Fig. 1: routed metal per tile
Scale: 2 px per um. The die is cut into 26 by 32 equal tiles; white is low, dark blue is high, scaled to the fullest tile. Values are wire area over tile area, all layers added.
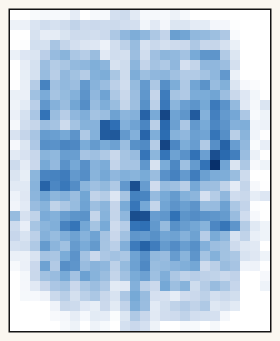
Fig. 2: clock wires, drivers and flops
Scale: 3 px per um.
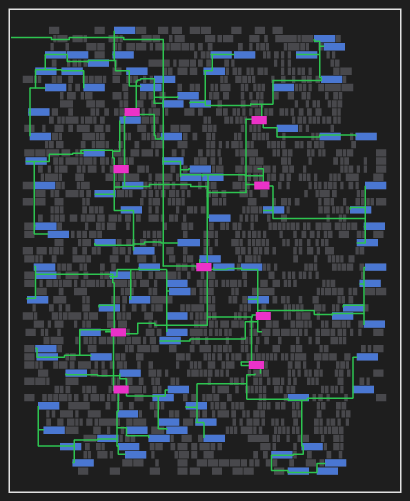
--- config.mk ---
export PLATFORM = sky130hd
export DESIGN_NAME = matrix_addr_gen
export DESIGN_NICKNAME = d
export VERILOG_FILES = /design/src/rtl/matrix_addr_gen.sv
export SDC_FILE = /design/constraint.sdc
export NUM_CORES = 1
export LEC_CHECK = 0
export ABC_AREA = 1
export CORE_ASPECT_RATIO = 1.25
export CORE_MARGIN = 4
export CORE_UTILIZATION = 45
export CTS_BUF_LIST = sky130_fd_sc_hd__clkbuf_4 sky130_fd_sc_hd__clkbuf_8
export DETAILED_ROUTE_END_ITERATION = 10
export MAX_ROUTING_LAYER = met4
export PLACE_DENSITY_LB_ADDON = 0.08
export SYNTH_ARGS = -nofsm -noshare
export SYNTH_HDL_FRONTEND = slang
export SYNTH_SLANG_ARGS = --single-unit
export TNS_END_PERCENT = 100
--- constraint.sdc ---
create_clock -name CLK -period 3.45 [get_ports CLK]
set_input_delay 0.69 -clock CLK [delete_from_list [all_inputs] [get_ports CLK]]
set_output_delay 0.69 -clock CLK [all_outputs]
set_load 0.01 [all_outputs]
--- src/rtl/matrix_addr_gen.sv ---
// matrix_addr_gen: 2D address generator for matrix operand fetch/store.
// Walks a rows x cols window in row-major or column-major order. Every
// address is formed by adding 1 or adding pitch, so no multiplier is needed.
// The address stream uses a valid/ready handshake, and the control side
// uses a start/done handshake.
module matrix_addr_gen #(
  parameter int unsigned AW = 12,
  parameter int unsigned DW = 12
) (
  input  logic          CLK,
  input  logic          RST,
  input  logic          start,
  input  logic [AW-1:0] base,
  input  logic [AW-1:0] pitch,
  input  logic [DW-1:0] rows,
  input  logic [DW-1:0] cols,
  input  logic          col_major,
  output logic          busy,
  output logic          out_valid,
  input  logic          out_ready,
  output logic [AW-1:0] addr,
  output logic [DW-1:0] row,
  output logic [DW-1:0] col,
  output logic          last,
  output logic          done
);

  typedef enum logic [1:0] {
    S_IDLE = 2'd0,
    S_RUN  = 2'd1,
    S_DONE = 2'd2
  } state_t;

  state_t        state_q, state_d;
  logic [AW-1:0] pitch_q, pitch_d;
  logic [DW-1:0] rows_q, rows_d;
  logic [DW-1:0] cols_q, cols_d;
  logic          col_major_q, col_major_d;
  logic [AW-1:0] row_base_q, row_base_d;
  logic [AW-1:0] col_base_q, col_base_d;
  logic [AW-1:0] addr_q, addr_d;
  logic [DW-1:0] row_q, row_d;
  logic [DW-1:0] col_q, col_d;
  logic          last_q, last_d;
  logic          valid_q, valid_d;
  logic          busy_q, busy_d;
  logic          done_q, done_d;

  logic          row_end;
  logic          col_end;

  assign row_end = (row_q == rows_q - DW'(1));
  assign col_end = (col_q == cols_q - DW'(1));

  // Next-state, traversal stepping, and registered output values
  always_comb begin
    state_d     = state_q;
    pitch_d     = pitch_q;
    rows_d      = rows_q;
    cols_d      = cols_q;
    col_major_d = col_major_q;
    row_base_d  = row_base_q;
    col_base_d  = col_base_q;
    addr_d      = addr_q;
    row_d       = row_q;
    col_d       = col_q;
    last_d      = last_q;
    valid_d     = valid_q;
    busy_d      = busy_q;
    done_d      = 1'b0;

    case (state_q)
      S_IDLE: begin
        if (start) begin
          pitch_d     = pitch;
          rows_d      = rows;
          cols_d      = cols;
          col_major_d = col_major;
          row_base_d  = base;
          col_base_d  = base;
          busy_d      = 1'b1;
          if ((rows == '0) || (cols == '0)) begin
            state_d = S_DONE;
            done_d  = 1'b1;
          end else begin
            state_d = S_RUN;
            valid_d = 1'b1;
            addr_d  = base;
            row_d   = '0;
            col_d   = '0;
            last_d  = (rows == DW'(1)) && (cols == DW'(1));
          end
        end
      end

      S_RUN: begin
        if (valid_q && out_ready) begin
          if (last_q) begin
            state_d = S_DONE;
            valid_d = 1'b0;
            last_d  = 1'b0;
            done_d  = 1'b1;
          end else begin
            if (!col_major_q) begin
              if (col_end) begin
                col_d      = '0;
                row_d      = row_q + DW'(1);
                addr_d     = row_base_q + pitch_q;
                row_base_d = row_base_q + pitch_q;
              end else begin
                col_d  = col_q + DW'(1);
                addr_d = addr_q + AW'(1);
              end
            end else begin
              if (row_end) begin
                row_d      = '0;
                col_d      = col_q + DW'(1);
                addr_d     = col_base_q + AW'(1);
                col_base_d = col_base_q + AW'(1);
              end else begin
                row_d  = row_q + DW'(1);
                addr_d = addr_q + pitch_q;
              end
            end
            last_d = (row_d == rows_q - DW'(1)) && (col_d == cols_q - DW'(1));
          end
        end
      end

      S_DONE: begin
        state_d = S_IDLE;
        busy_d  = 1'b0;
      end

      default: begin
        state_d = S_IDLE;
        busy_d  = 1'b0;
        valid_d = 1'b0;
        last_d  = 1'b0;
      end
    endcase
  end

  // State and output registers with synchronous reset
  always_ff @(posedge CLK) begin
    if (RST) begin
      state_q     <= S_IDLE;
      pitch_q     <= '0;
      rows_q      <= '0;
      cols_q      <= '0;
      col_major_q <= 1'b0;
      row_base_q  <= '0;
      col_base_q  <= '0;
      addr_q      <= '0;
      row_q       <= '0;
      col_q       <= '0;
      last_q      <= 1'b0;
      valid_q     <= 1'b0;
      busy_q      <= 1'b0;
      done_q      <= 1'b0;
    end else begin
      state_q     <= state_d;
      pitch_q     <= pitch_d;
      rows_q      <= rows_d;
      cols_q      <= cols_d;
      col_major_q <= col_major_d;
      row_base_q  <= row_base_d;
      col_base_q  <= col_base_d;
      addr_q      <= addr_d;
      row_q       <= row_d;
      col_q       <= col_d;
      last_q      <= last_d;
      valid_q     <= valid_d;
      busy_q      <= busy_d;
      done_q      <= done_d;
    end
  end

  assign busy      = busy_q;
  assign out_valid = valid_q;
  assign addr      = addr_q;
  assign row       = row_q;
  assign col       = col_q;
  assign last      = last_q;
  assign done      = done_q;

endmodule

==> results.yml <==
# yosys + openroad results
run_status:
  status: "finished, final reports clean"
placement:
  place_inst: 1679
  routabilityCongestion: 0.9562
layout:
  signal_buffers: 127
  fillers: 1907
  final_nets: 1550
critical_path:
  worstPathArrival_ns: 3.56
  timing.reg2reg.setup_slack_ns: 0.23
  max_stage_delay_ns: 0.41
  crit_end: "last"
synthesis:
  area_leaders: "dfxtp_1 (25%), nand2_1 (18%), nand3_1 (7.8%)"
  edf_count: 0
  synthCells: 1371
  ys_sh_adder: 0.04664
  synth_cell_type_count: 47
  synth_seq_share: 0.2463
  logic_family: "simple AND/OR/NAND/NOR gates"
  simple_gate_area_frac: 0.3975
die:
  core_area_um2: 18170
  rows: 55
pwr:
  ir_drop_mv: 0.1952
clock_network:
  cts_buffer_depth: 2
  postCtsSetupRepairBufs: 0
  cts_tree: "yes"
  root_buffer: "clkbuf_8"
min_path:
  min-delay-start: "row_base_q[7]"
sta:
  setup_tns_ns: 0
## Picture notes: Fig. 1
The fullest tile reaches 0.69. 11% of the tiles are nearly empty. The densest ninth of the die: centre. 22% of the tiles are over half the peak. The mean over all tiles is 0.22.

## Picture notes: Fig. 2
flip-flops: in blue, count 103. clock drivers: in magenta, count 9. clock wires: in green, length 1650 um.
There are 10 routed clock nets. Position of the flops: all over the die.

[metal layers]
layer	GRT usage	vias to the layer above	routed length [um]	part of all wire
met3	0.02495	65	1355	0.046
met2	0.5009	288	14850	0.51
li1	-	4717	-	-
met5	-	-	0	0
met1	0.3400	4301	12000	0.41
met4	0.1021	0	961	0.033
[stage by stage]
stage,setup slack (ns),power [W],hold WS (ns)
finish,0.2295,0.003884,0.4788
global route,0.01294,0.004146,0.5013
CTS,0.07266,0.003864,0.4806
detailed placement,0.1114,0.003076,0.4649
global placement,0.1098,0.003063,0.4601
floorplan,0.9823,0.002546,0.4491
[where the power goes]
group	internal, W	switching (W)
sequential	0.00131	0.000137
combinational	0.000603	0.00103
clock	0.000298	0.000502
total	0.00221	0.00167
Power and IR drop assume default switching activity.
